<file path="config.mk">
export PLATFORM = sky130hd
export DESIGN_NAME = bsg_link_fwd_rev_mux
export DESIGN_NICKNAME = d
export VERILOG_FILES = /design/src/rtl/bsg_link_mux_pkg.sv /design/src/rtl/bsg_fifo_1r1w_small.sv /design/src/rtl/bsg_link_mux_credit_counter.sv /design/src/rtl/bsg_link_fwd_rev_mux.sv
export SDC_FILE = /design/constraint.sdc
export NUM_CORES = 1
export LEC_CHECK = 0
export ABC_AREA = 1
export CAP_MARGIN = 30
export CORE_MARGIN = 5
export CORE_UTILIZATION = 35
export DETAILED_ROUTE_END_ITERATION = 16
export PLACE_DENSITY = 0.59
export SETUP_SLACK_MARGIN = 0.1
export SYNTH_ARGS = -nofsm -noshare
export SYNTH_HDL_FRONTEND = slang
export SYNTH_SLANG_ARGS = --single-unit
</file>
<file path="constraint.sdc">
create_clock -name bsg_link_clk_i -period 2.8 [get_ports bsg_link_clk_i]
set_input_delay 0.56 -clock bsg_link_clk_i [delete_from_list [all_inputs] [get_ports bsg_link_clk_i]]
set_output_delay 0.56 -clock bsg_link_clk_i [all_outputs]
set_load 0.01 [all_outputs]
</file>
<file path="src/rtl/bsg_link_mux_pkg.sv">
// Shared definitions for the bsg_link fwd/rev mux: channel tags, merged-word field
// offsets and the merged word struct macro.
`ifndef BSG_LINK_MUX_PKG_SV
`define BSG_LINK_MUX_PKG_SV

`define BSG_LINK_MUX_DECLARE_WORD_S(width_mp) \
    typedef struct packed { \
        logic                payload_v; \
        logic                tag; \
        logic [1:0]          credit_ret; \
        logic [width_mp-1:0] data; \
    } bsg_link_mux_word_s;

package bsg_link_mux_pkg;

    localparam logic fwd_tag_gp = 1'b1;
    localparam logic rev_tag_gp = 1'b0;

    // Header field positions measured from the top of the data field (bit = width_p + offset).
    localparam int credit_ret_offset_gp = 0;
    localparam int tag_offset_gp        = 2;
    localparam int payload_v_offset_gp  = 3;
    localparam int mux_hdr_width_gp     = 4;

endpackage

`endif

</file>
<file path="src/rtl/bsg_fifo_1r1w_small.sv">
// Small register-based FIFO with valid/ready input and valid/yumi output; the head
// entry is visible the cycle after it is written.
module bsg_fifo_1r1w_small #(
    parameter int width_p = 32,
    parameter int els_p   = 4
)(
    input  logic               clk_i,
    input  logic               reset_n_i,
    input  logic               v_i,
    input  logic [width_p-1:0] data_i,
    output logic               ready_o,
    output logic               v_o,
    output logic [width_p-1:0] data_o,
    input  logic               yumi_i
);

    localparam int ptr_width_lp = $clog2(els_p);
    localparam int cnt_width_lp = $clog2(els_p+1);

    logic [width_p-1:0]      mem_q [els_p];
    logic [ptr_width_lp-1:0] wptr_q, rptr_q;
    logic [cnt_width_lp-1:0] count_q, count_d;
    logic                    wr, rd;

    assign ready_o = (count_q != cnt_width_lp'(els_p));
    assign v_o     = (count_q != '0);
    assign data_o  = mem_q[rptr_q];
    assign wr      = v_i & ready_o;
    assign rd      = yumi_i & v_o;

    always_comb begin
        count_d = count_q;
        if (wr && !rd) begin
            count_d = count_q + cnt_width_lp'(1);
        end else if (rd && !wr) begin
            count_d = count_q - cnt_width_lp'(1);
        end
    end

    always_ff @(posedge clk_i or negedge reset_n_i) begin
        if (!reset_n_i) begin
            wptr_q  <= '0;
            rptr_q  <= '0;
            count_q <= '0;
        end else begin
            count_q <= count_d;
            if (wr) wptr_q <= (wptr_q == ptr_width_lp'(els_p-1)) ? '0 : wptr_q + ptr_width_lp'(1);
            if (rd) rptr_q <= (rptr_q == ptr_width_lp'(els_p-1)) ? '0 : rptr_q + ptr_width_lp'(1);
        end
    end

    always_ff @(posedge clk_i) begin
        if (wr) mem_q[wptr_q] <= data_i;
    end

endmodule

</file>
<file path="src/rtl/bsg_link_mux_credit_counter.sv">
// Up/down credit counter with a reset value; overflow past max_p and underflow are
// flagged by simulation assertions.
module bsg_link_mux_credit_counter #(
    parameter int width_p = 3,
    parameter int init_p  = 0,
    parameter int max_p   = 4
)(
    input  logic               clk_i,
    input  logic               reset_n_i,
    input  logic               up_i,
    input  logic               down_i,
    output logic [width_p-1:0] count_o
);

    logic [width_p-1:0] count_q, count_d;

    // Simultaneous up and down cancel.
    always_comb begin
        count_d = count_q;
        if (up_i && !down_i) begin
            count_d = count_q + width_p'(1);
        end else if (down_i && !up_i) begin
            count_d = count_q - width_p'(1);
        end
    end

    always_ff @(posedge clk_i or negedge reset_n_i) begin
        if (!reset_n_i) begin
            count_q <= width_p'(init_p);
        end else begin
            count_q <= count_d;
        end
    end

    assign count_o = count_q;

`ifndef SYNTHESIS
    always_ff @(posedge clk_i) begin
        if (reset_n_i) begin
            assert (!(up_i && !down_i && count_q == width_p'(max_p)));
            assert (!(down_i && !up_i && count_q == '0));
        end
    end
`endif

endmodule

</file>
<file path="src/rtl/bsg_link_fwd_rev_mux.sv">
// Merges the fwd/rev ready-and channels onto one link word with independent per-channel
// credits. Define BSG_LINK_FWD_REV_MUX_REV_PRIORITY_EN for strict rev priority.
module bsg_link_fwd_rev_mux
    import bsg_link_mux_pkg::*;
#(
    parameter  int width_p         = 32,
    parameter  int els_p           = 4,
    localparam int credit_width_lp = $clog2(els_p+1),
    localparam int mux_width_lp    = width_p + mux_hdr_width_gp
)(
    input  logic                    bsg_link_clk_i,
    input  logic                    bsg_link_reset_n_i,

    input  logic [1:0]              ch_v_i,
    input  logic [2*width_p-1:0]    ch_data_i,
    output logic [1:0]              ch_ready_and_o,

    output logic                    mux_v_o,
    output logic [mux_width_lp-1:0] mux_data_o,
    input  logic                    mux_ready_and_i,

    input  logic                    mux_v_i,
    input  logic [mux_width_lp-1:0] mux_data_i,
    output logic                    mux_ready_and_o,

    output logic [1:0]              ch_v_o,
    output logic [2*width_p-1:0]    ch_data_o,
    input  logic [1:0]              ch_ready_and_i
);

    `BSG_LINK_MUX_DECLARE_WORD_S(width_p)

    logic                       link_up_q;
    logic [1:0]                 eligible, grant, pend_nz, send, pop, rx_wr, rx_cr;
    logic [1:0]                 fifo_ready, fifo_v, rx_credit_ret;
    logic                       tx_hs, rx_hs, rx_payload_v, rx_tag;
    logic [credit_width_lp-1:0] tx_credit   [2];
    logic [credit_width_lp-1:0] pend_credit [2];
    bsg_link_mux_word_s         tx_word;

    // Holds every output low until the first edge after reset release.
    always_ff @(posedge bsg_link_clk_i or negedge bsg_link_reset_n_i) begin
        if (!bsg_link_reset_n_i) begin
            link_up_q <= 1'b0;
        end else begin
            link_up_q <= 1'b1;
        end
    end

`ifdef BSG_LINK_FWD_REV_MUX_REV_PRIORITY_EN
    always_comb begin
        grant = 2'b00;
        if (eligible[rev_tag_gp]) begin
            grant[rev_tag_gp] = 1'b1;
        end else begin
            grant[fwd_tag_gp] = eligible[fwd_tag_gp];
        end
    end
`else
    logic rr_last_q, rr_last_d;

    always_comb begin
        grant = eligible;
        if (&eligible) begin
            grant             = 2'b00;
            grant[~rr_last_q] = 1'b1;
        end
        rr_last_d = rr_last_q;
        if (tx_hs && (|grant)) begin
            rr_last_d = grant[fwd_tag_gp];
        end
    end

    always_ff @(posedge bsg_link_clk_i or negedge bsg_link_reset_n_i) begin
        if (!bsg_link_reset_n_i) begin
            rr_last_q <= 1'b0;
        end else begin
            rr_last_q <= rr_last_d;
        end
    end
`endif

    always_comb begin
        tx_word            = '0;
        tx_word.credit_ret = pend_nz;
        if (|grant) begin
            tx_word.payload_v = 1'b1;
            tx_word.tag       = grant[fwd_tag_gp] ? fwd_tag_gp : rev_tag_gp;
            tx_word.data      = grant[fwd_tag_gp] ? ch_data_i[width_p +: width_p]
                                                  : ch_data_i[0 +: width_p];
        end
    end

    assign mux_v_o         = (|eligible) | (|pend_nz);
    assign mux_data_o      = tx_word;
    assign tx_hs           = mux_v_o & mux_ready_and_i;
    assign send            = grant & {2{tx_hs}};
    assign ch_ready_and_o  = grant & {2{mux_ready_and_i}};

    assign mux_ready_and_o = link_up_q;
    assign rx_hs           = mux_v_i & mux_ready_and_o;
    assign rx_payload_v    = mux_data_i[width_p + payload_v_offset_gp];
    assign rx_tag          = mux_data_i[width_p + tag_offset_gp];
    assign rx_credit_ret   = mux_data_i[width_p + credit_ret_offset_gp +: 2];
    assign ch_v_o          = fifo_v;

    for (genvar c = 0; c < 2; c++) begin : g_ch
        assign eligible[c] = link_up_q & ch_v_i[c] & (tx_credit[c] != '0);
        assign pend_nz[c]  = (pend_credit[c] != '0);
        assign rx_wr[c]    = rx_hs & rx_payload_v & (rx_tag == 1'(c));
        assign rx_cr[c]    = rx_hs & rx_credit_ret[c];
        assign pop[c]      = fifo_v[c] & ch_ready_and_i[c];

        bsg_link_mux_credit_counter #(
            .width_p (credit_width_lp),
            .init_p  (els_p),
            .max_p   (els_p)
        ) tx_cnt (
            .clk_i     (bsg_link_clk_i),
            .reset_n_i (bsg_link_reset_n_i),
            .up_i      (rx_cr[c]),
            .down_i    (send[c]),
            .count_o   (tx_credit[c])
        );

        // Credits owed to the far end: one per pop, returned one per outgoing word.
        bsg_link_mux_credit_counter #(
            .width_p (credit_width_lp),
            .init_p  (0),
            .max_p   (els_p)
        ) pend_cnt (
            .clk_i     (bsg_link_clk_i),
            .reset_n_i (bsg_link_reset_n_i),
            .up_i      (pop[c]),
            .down_i    (tx_hs & pend_nz[c]),
            .count_o   (pend_credit[c])
        );

        bsg_fifo_1r1w_small #(
            .width_p (width_p),
            .els_p   (els_p)
        ) rx_fifo (
            .clk_i     (bsg_link_clk_i),
            .reset_n_i (bsg_link_reset_n_i),
            .v_i       (rx_wr[c]),
            .data_i    (mux_data_i[width_p-1:0]),
            .ready_o   (fifo_ready[c]),
            .v_o       (fifo_v[c]),
            .data_o    (ch_data_o[c*width_p +: width_p]),
            .yumi_i    (pop[c])
        );
    end

`ifndef SYNTHESIS
    always_ff @(posedge bsg_link_clk_i) begin
        if (bsg_link_reset_n_i) begin
            assert (!(rx_wr[0] && !fifo_ready[0]));
            assert (!(rx_wr[1] && !fifo_ready[1]));
        end
    end
`endif

endmodule

</file>
Figure 1. Cell placement (run 1).
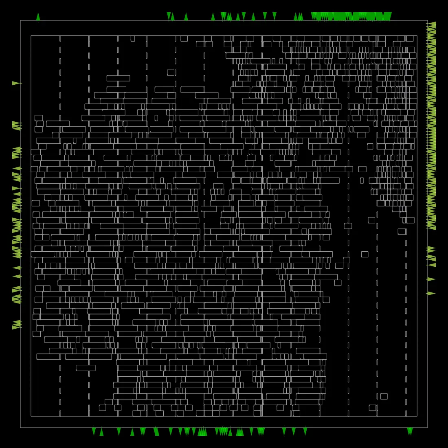
final core utilization: 47.09%
final cell count without fillers: 1714
flop share of the area: 52.89%

Figure 2. Routed metal per tile (run 1).
39 x 39 tiles, from black (low) to pale yellow (high), scaled to the fullest tile. Values are wire area over tile area, all layers added.
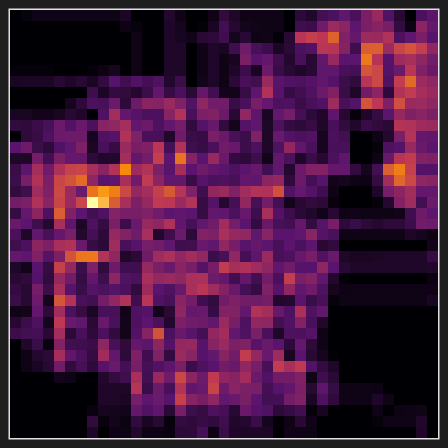
nearly empty tiles: 18%
fullest tile: 0.67
emptiest ninth of the die: bottom right
tiles over half the peak: 4.1%
mean over tiles: 0.13
wire per inst: 18.25 um
Total GRT Usage: 15.80%
routed wire length: 31280 um
DR vias: 8294

==> impl_metrics.yaml, run 1 <==
# implementation run metrics
critical_path:
  cp-end-kind: "output pin"
  cp_max_fo: 15
  critPathMaxStageDelay_ps: 510
  cp_slowest_cell: "dfstp_2"
timing:
  drv_slew: 0
  rsz0062_at_grt: "true"
yosys:
  synthCells: 1003
  ys_seq_share_pct: 70.04
  yosysTopAreaCell: "edfxtp_1"
  yosysWarnings: 0
  netlist_logic_family_top: "simple AND/OR/NAND/NOR gates"
  edf_count: 256
  yosys.area_share.simple_pct: 11.42
  synthArstFlopShare_pct: 9.859
  synth-main-ff-cell: "edfxtp_1"
  yosysChipArea_um2: 11980
  yosysMostFrequentCell: "edfxtp_1"
place:
  post-place-ws_ps: -32.02
  post-place-cells: 1652
  dpl.hpwl_um: 19980
route:
  drc_errors: 0
  viasPerCell: 4.839
power_and_ir_drop:
  p_clk_share_pct: 24.9
  p_leak_nw: 6.133
  p_per_area_nw_per_um2: 893.6
  switching_share_pct: 35.04
  power_w: 0.01418
  p_seq_share_pct: 36.4
  power.switching_w: 0.004969
run:
  maxCapViolCount: 0
cts:
  worstSkewPairLatency_ps: 550
  cts_tree: "yes"
floorplanning:
  fp_util_pct: 35.55
layout:
  lay_top_cells: "edfxtp_1 (256), nor2_1 (171), clkdlybuf4s50_1 (112)"
  syn2layout_area_growth_pct: 32.47
  finalNetCount: 1373
status:
  status: "finished, final reports clean"
global_route:
  grt_overflow_total: 0
Figure 3. M1 wires (run 1).
Supply wires on this layer in grey.
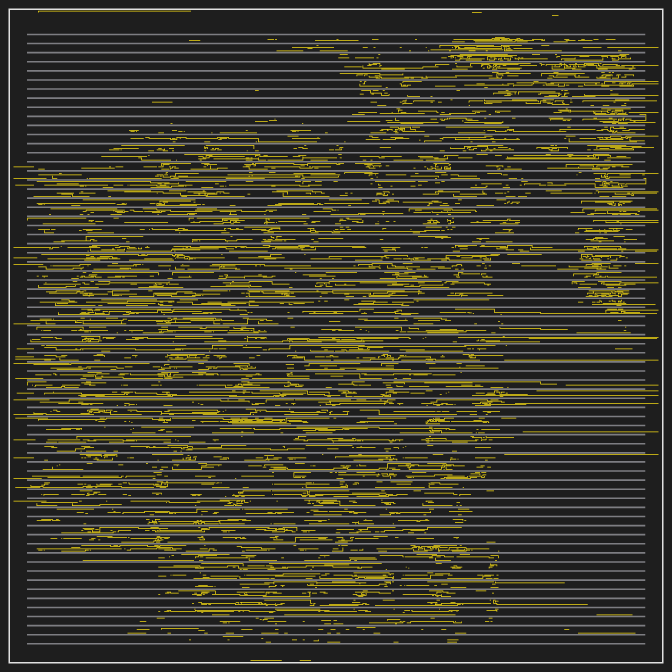
wire length on this layer: 14000 um
main direction: horizontal
nets with wire on the layer: 1249
longest straight run: 59.8 um
share of all routed wire: 45%
M1 GR Usage: 20.99%

[run 1: power groups by stage]
stage | clock network (W) | registers [W] | logic (W)
2_1_floorplan | 0 | 0.00521 | 0.00301
3_3_place_gp | 0 | 0.00523 | 0.00571
3_5_place_dp | 0 | 0.00524 | 0.00576
4_1_cts | 0.00362 | 0.00517 | 0.00560
5_1_grt | 0.00379 | 0.00521 | 0.00606
6_report | 0.00354 | 0.00517 | 0.00548
[run 1: path summary, 6_finish.rpt]
check	start	end	slack [ps]	depth (start not counted)
max	g_ch[0].tx_cnt.count_o[2]	mux_data_o[26]	140	8
min	bsg_link_reset_n_i	g_ch[1].rx_fifo.count_q[1]	410	2
max reg2reg	g_ch[0].tx_cnt.count_o[2]	g_ch[1].tx_cnt.count_o[2]	370	12
min reg2reg	g_ch[1].rx_fifo.count_q[2]	g_ch[1].rx_fifo.count_q[2]	480	1
max in group asynchronous	bsg_link_reset_n_i	g_ch[0].tx_cnt.count_o[2]	2060	2
min in group bsg_link_clk_i	g_ch[1].rx_fifo.count_q[2]	g_ch[1].rx_fifo.count_q[2]	480	1
[run 1: final cells by class]
| type | instances | area, um2 |
|---|---|---|
| Clock buffer | 39 | 763.2 |
| Clock inverter | 15 | 102.6 |
| Fill cell | 3059 | 17830 |
| Inverter | 86 | 330.3 |
| Multi-Input combinational cell | 580 | 3067 |
| Sequential cell | 284 | 8393 |
| Tap cell | 448 | 560.5 |
| Timing Repair Buffer | 261 | 2641 |
| Timing Repair inverter | 1 | 11.26 |
[run 1: critical path: cells and delay by family (launching register included)]
family | cells | cell delay, ps
buf+inv | 4 | 670
flops | 1 | 510
simple gates | 4 | 380
--- run 2 (diff from run 1) ---
--- a/config.mk
+++ b/config.mk
@@ -10,8 +10,9 @@
 export CORE_MARGIN = 5
 export CORE_UTILIZATION = 35
 export DETAILED_ROUTE_END_ITERATION = 16
-export PLACE_DENSITY = 0.59
+export PLACE_DENSITY_LB_ADDON = 0.25
 export SETUP_SLACK_MARGIN = 0.1
+export SLEW_MARGIN = 20
 export SYNTH_ARGS = -nofsm -noshare
 export SYNTH_HDL_FRONTEND = slang
 export SYNTH_SLANG_ARGS = --single-unit
Figure 4. Routed metal per tile (run 2).
39 x 39 tiles, from black (low) to pale yellow (high), scaled to the fullest tile. Values are wire area over tile area, all layers added.
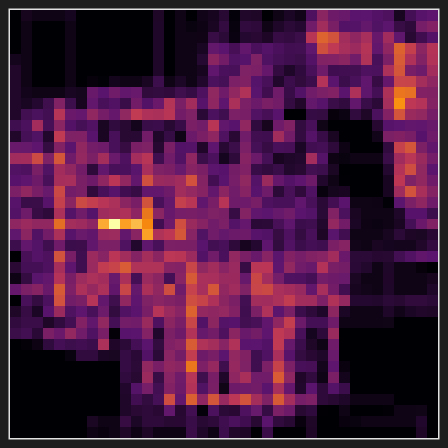
mean over tiles: 0.14
densest ninth of the die: left middle
fullest tile: 0.66
tiles over half the peak: 4.8%
Total GRT Usage: 16.84%
DR vias: 8427
routed wire length: 33080 um
wire per inst: 19.33 um

Figure 5. M1 wires (run 2).
Supply wires on this layer in grey.
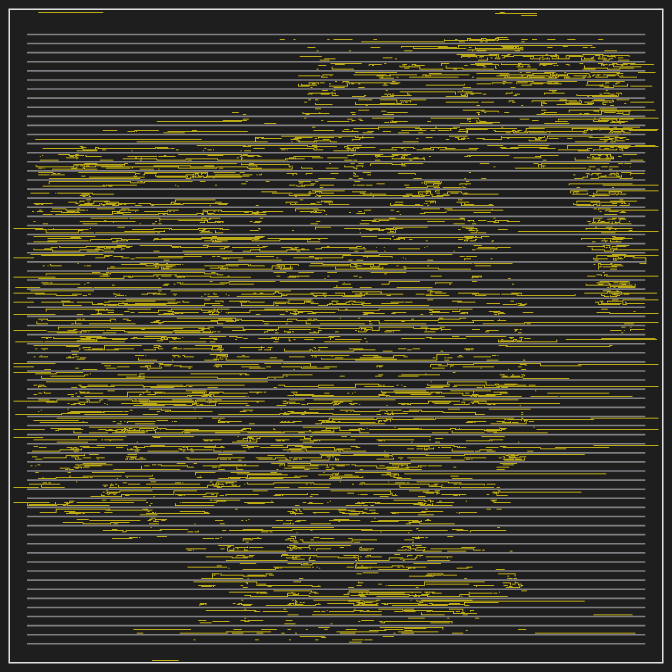
wire length on this layer: 14600 um
longest straight run: 66.2 um
M1 GR Usage: 22.79%

==> run 2 against run 1 <==
Compared with the run above: final cell count decreased by 0.18%; global-route usage is 1.0 points higher; clock skew shrank 7.3 ps; die size is the same; area after synthesis is the same; register-to-register slack improved by 50 ps; hold slack worse by 15 ps; critical path depth unchanged; non-clock buffer count grew 3; total power rose by 3.5%; sequential power hardly changed; largest cell class unchanged; largest power group unchanged.
==> impl_metrics.yaml, run 2 <==
# implementation run metrics
status:
  status: "finished, final reports clean"
yosys:
  edf_count: 256
  ys_seq_share_pct: 70.04
  yosysChipArea_um2: 11980
  yosysWarnings: 0
  synthArstFlopShare_pct: 9.859
  yosysMostFrequentCell: "edfxtp_1"
  synth-main-ff-cell: "edfxtp_1"
  synthCells: 1003
  yosysTopAreaCell: "edfxtp_1"
critical_path:
  crit_buf_inv: 4
  r2r-start: "g_ch[0].tx_cnt.count_o[2]"
  rr_worst_depth: 12
  r2r-end: "g_ch[1].tx_cnt.count_o[2]"
  critPathMaxStageDelay_ps: 520
  cpMostUsedCell: "buf_6"
  path_delay_family: "buffers and inverters"
  cp_max_fo: 14
  startpoint: "g_ch[0].tx_cnt.count_o[2]"
  cp_slowest_cell: "dfstp_2"
  endpoint: "mux_data_o[16]"
  cp-end-kind: "output pin"
  ff2ff_setup_slack_ps: 420
  crit_cells: 8
place:
  post-place-cells: 1650
  dpl.hpwl_um: 20200
  post-place-ws_ps: -25.80
  gp_congestion: 0.8507
route:
  drc_errors: 0
  dr.pass1.iters: 5
  viasPerCell: 4.925
power_and_ir_drop:
  p_leak_nw: 6.167
  share_comb_of_total_power_pct: 39.9
  p_seq_share_pct: 35.2
  switching_share_pct: 35.28
  power.switching_w: 0.005177
layout:
  utilization_pct: 47.60
  finalNetCount: 1375
  lay_top_cells: "edfxtp_1 (256), nor2_1 (170), clkdlybuf4s50_1 (112)"
  stdcell_count: 1711
  syn2layout_area_growth_pct: 33.91
timing:
  rsz0062_at_grt: "true"
  finalWorstSetupSlack_ps: 149.4
  drv_slew: 0
  finalClockPeriodUsage_pct: 94.67
global_route:
  grt_max_degree: 37
  grt_overflow_total: 0
run:
  maxCapViolCount: 0
floorplanning:
  fp_util_pct: 35.55
cts:
  worstSkewPairLatency_ps: 550
  cts_tree: "yes"
Figure 6. Cell placement (run 2).
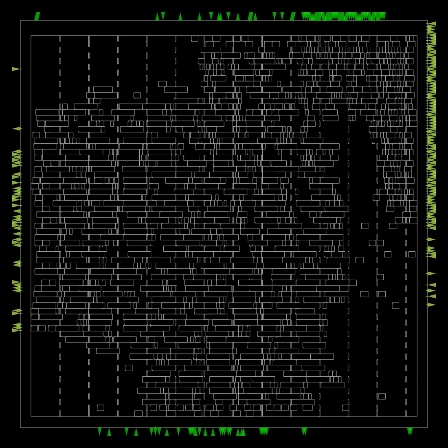
row cnt: 67
Well Taps: 448
fillcell total: 3081

==> run 2: cell types whose count changed in the layout (fill, tap and decap cells not counted), moves of 4 or more <==
cell             previous run  this run
o22ai_2                     8        13
o22ai_1                    56        51
clkdlybuf4s15_1             0         8
dlygate4sd2_1              94        83
clkbuf_2                    4         8
clkinv_1                   10         2
buf_12                     16        22
==> run 2: cells by family after synthesis <==
family / synth area share (%)
and+or+nand+nor: 11.42
AOI/OAI and AO/OA: 9.192
adders and majority gates: 2.674
xor gates and xnor gates: 0.8774
muxes: 0.1880
DFF: 70.04
buffers and inverters: 5.578
other: 0.03130
==> run 2: worst reg2reg max path, stage by stage, from the launching register on <==
cell,delay [ps]
dfstp_2,520
inv_1,60
nand2_2,90
nand3_4,130
buf_6,170
buf_6,150
nand3_2,100
ha_1,150
inv_1,70
fa_1,400
or2_2,300
nand2_1,80
xnor2_1,110
==> run 2: what timing repair did <==
| item | CTS | global route |
|---|---|---|
| pin swaps | 3 | 3 |
| gates resized | 124 | 32 |
| gates cloned | 5 | 0 |
| hold buffers | 0 | 0 |
| setup endpoints to repair | 101 | 20 |
| setup buffers | 2 | 5 |
==> run 2: power groups by stage <==
stage | registers (W) | clock network (W) | logic (W)
2_1_floorplan | 0.00521 | 0 | 0.00301
3_3_place_gp | 0.00524 | 0 | 0.00584
3_5_place_dp | 0.00525 | 0 | 0.00590
4_1_cts | 0.00517 | 0.00372 | 0.00592
5_1_grt | 0.00521 | 0.00391 | 0.00644
6_report | 0.00517 | 0.00365 | 0.00586
==> run 2: layout make-up <==
type,instances,area [um2]
fill,3081,17660
multi-input combinational,580,3100
antenna,1,2.502
timing repair buffer,264,2769
sequential,284,8393
clock buffer,36,752.0
clock inverter,12,133.9
tap,448,560.5
inverter,86,330.3
--- run 3 (diff from run 2) ---
--- a/config.mk
+++ b/config.mk
@@ -11,7 +11,7 @@
 export CORE_UTILIZATION = 35
 export DETAILED_ROUTE_END_ITERATION = 16
 export PLACE_DENSITY_LB_ADDON = 0.25
-export SETUP_SLACK_MARGIN = 0.1
+export SETUP_SLACK_MARGIN = 0.4
 export SLEW_MARGIN = 20
 export SYNTH_ARGS = -nofsm -noshare
 export SYNTH_HDL_FRONTEND = slang
Figure 7. Routed metal per tile (run 3).
39 x 39 tiles, from black (low) to pale yellow (high), scaled to the fullest tile. Values are wire area over tile area, all layers added.
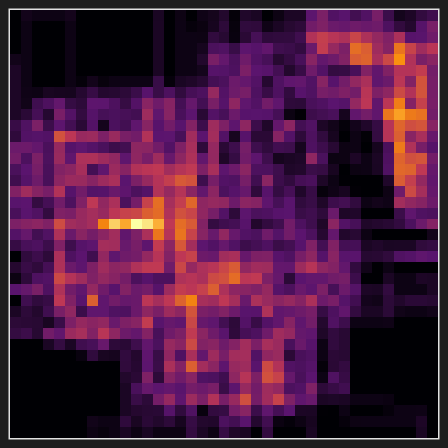
tiles over half the peak: 6.2%
nearly empty tiles: 17%
fullest tile: 0.75
Total GRT Usage: 18.21%
routed wire length: 38710 um

Figure 8. Routed metal, one colour a layer (run 3).
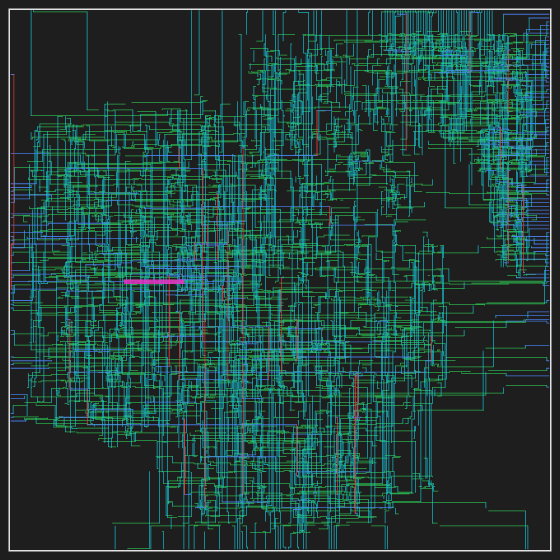
legend:
  green:
    layer: metal 1
    wire_length: 16200 um
  magenta:
    layer: metal 5
    wire_length: 20.2 um
  red:
    layer: metal 4
    wire_length: 939 um
  blue:
    layer: metal 3
    wire_length: 2370 um
  cyan:
    layer: metal 2
    wire_length: 19200 um
wire per inst: 21.71 um
DR vias: 9122

==> run 3 against run 2 <==
Compared with the run above: hold slack worse by 7.4 ps; synthesized cell count stayed put; final cell count up 4.2%; register-to-register slack worse by 30 ps; critical endpoint is now mux_data_o[15]; highest routed layer unchanged.
==> impl_metrics.yaml, run 3 <==
# implementation run metrics
floorplanning:
  fp.coreArea_um2: 33700
  fp_util_pct: 35.55
  row_count: 67
  die_w_um: 195
  die_y_um: 195
yosys:
  synth-main-ff-cell: "edfxtp_1"
  yosysChipArea_um2: 11980
  postSynthAreaPerCell_um2: 11.94
  edf_count: 256
  synthArstFlopShare_pct: 9.859
  netlist_logic_family_top: "simple AND/OR/NAND/NOR gates"
  top_area_share_pct: 64.17
  yosys_register_bits: 284
  fa_ha_area_share_pct: 2.674
  synth.area.mux_share_pct: 0.1880
  yosysMostFrequentCell: "edfxtp_1"
  ys_seq_share_pct: 70.04
  ys_sh_xor_pct: 0.8774
  synthCells: 1003
  yosys.area_share.aoi_pct: 9.192
  yosysTopAreaCell: "edfxtp_1"
  yosysUniqueCellTypes: 28
  yosysWarnings: 0
  yosys.area_share.simple_pct: 11.42
cts:
  cts_resized: 505
  worstSkewPairLatency_ps: 560
  numCtsBuffers: 29
  clockBufferDepth: 3
  cts_tree: "yes"
  hold_buffers: 0
  cts_setup_buffers: 28
critical_path:
  rr_worst_depth: 14
  cp-end-kind: "output pin"
  endpoint: "mux_data_o[15]"
  crit_cells: 10
  cp_slowest_cell: "clkdlybuf4s50_1"
  cpMostUsedCell: "nand2_2"
  cp_max_fo: 5
  r2r-end: "g_ch[0].tx_cnt.count_o[2]"
  r2r-start: "g_ch[0].tx_cnt.count_o[1]"
  critPathMaxStageDelay_ps: 460
  ff2ff_setup_slack_ps: 390
  startpoint: "ch_v_i[0]"
  path_delay_family: "buffers and inverters"
  crit_buf_inv: 5
run:
  maxCapViolCount: 0
timing:
  drv_slew: 0
  rsz0062_at_grt: "true"
  hold_viol_final: 0
  finalWorstSetupSlack_ps: 225.8
  finalClockPeriodUsage_pct: 91.93
  hold_ws_ps: 391.3
power_and_ir_drop:
  vdd_drop_max_v: 0.0005453
  p_leak_nw: 6.915
  p_per_area_nw_per_um2: 960.1
  power_w: 0.01746
layout:
  antenna_cells: 0
  utilization_pct: 53.98
  lay_top_cells: "edfxtp_1 (256), nor2_1 (117), clkdlybuf4s50_1 (111)"
  layout_top_cell: "edfxtp_1"
  finalNetCount: 1448
  syn2layout_area_growth_pct: 51.85
route:
  first_iter_violations: 570
  viasPerCell: 5.116
  dr.pass1.iters: 5
  drc_errors: 0
place:
  post-place-ws_ps: -25.80
  gp_congestion: 0.8507
  dpl.hpwl_um: 20200
  post-place-cells: 1650
status:
  status: "finished, final reports clean"
global_route:
  grt_max_degree: 35
  grt_overflow_total: 0
Figure 9. M1 wires (run 3).
Supply wires on this layer in grey.
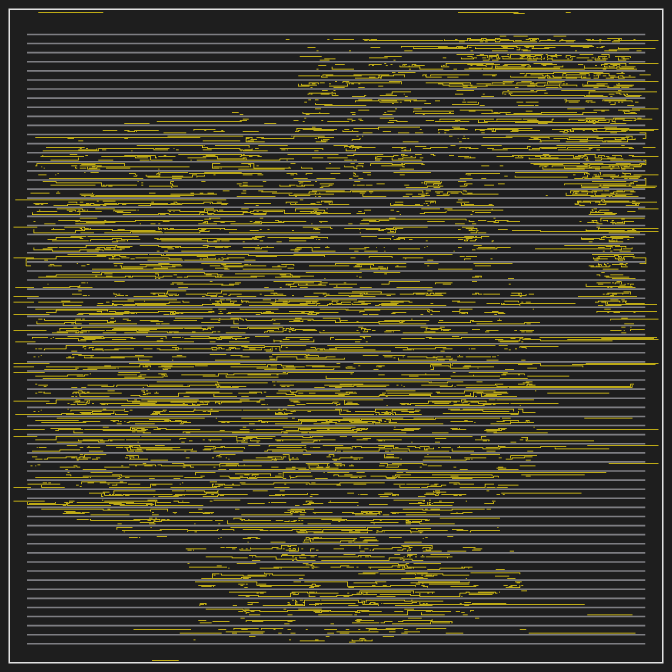
nets with wire on the layer: 1328
wire length on this layer: 16200 um
longest straight run: 63.0 um
main direction: horizontal
M1 GR Usage: 24.55%

[run 3: layer usage]
layer | track usage [%] | share of wire (%) | vias up | wire, um
met4 | 4.008 | 2.4 | 2 | 939
met2 | 30.72 | 50 | 341 | 19180
met5 | 0 | 0.052 | - | 20
met1 | 24.55 | 42 | 4546 | 16200
li1 | - | - | 4159 | -
met3 | 3.705 | 6.1 | 74 | 2366
[run 3: layout make-up]
| cell class | instances | area (um2) |
|---|---|---|
| well taps | 448 | 560.5 |
| fillers | 2766 | 15510 |
| clock buffers | 36 | 752.0 |
| repair inverters | 1 | 16.27 |
| repair buffers | 333 | 3775 |
| inverters | 86 | 342.8 |
| flip-flops and latches | 284 | 8393 |
| clock inverters | 12 | 133.9 |
| multi-input cells | 583 | 4217 |
[run 3: stage by stage]
stage	setup TNS (ps)	area, um2
after detailed placement	-174.7	14940
after global routing	0	18190
after floorplan	0	11980
after CTS	0	16780
final	0	18190
after global placement	-25.49	14940
[run 3: kinds of logic (layout without fill, tap and decap cells)]
group,count (synthesis),after routing
and+or+nand+nor,338,342
xor gates and xnor gates,12,12
other,1,1
AOI/OAI and AO/OA,204,204
DFF,284,284
buffers and inverters,140,468
adders and majority gates,22,22
muxes,2,2
[run 3: where the power goes]
group | switching, W | total [W] | internal (W)
clock | 0.00160 | 0.00368 | 0.00209
sequential | 0.000238 | 0.00519 | 0.00495
combinational | 0.00459 | 0.00859 | 0.00401
[run 3: worst register-to-register path: cells and delay by family, from the launching register on]
family                   cells  cell delay [ps]
AND/OR/NAND/NOR              6              790
buffers and inverters        5              510
adder cells (fa/ha/maj)      2              500
flip-flops                   1              390
XOR/XNOR                     1              140
Power figures rest on the tool's default switching activity, not on a simulated workload.
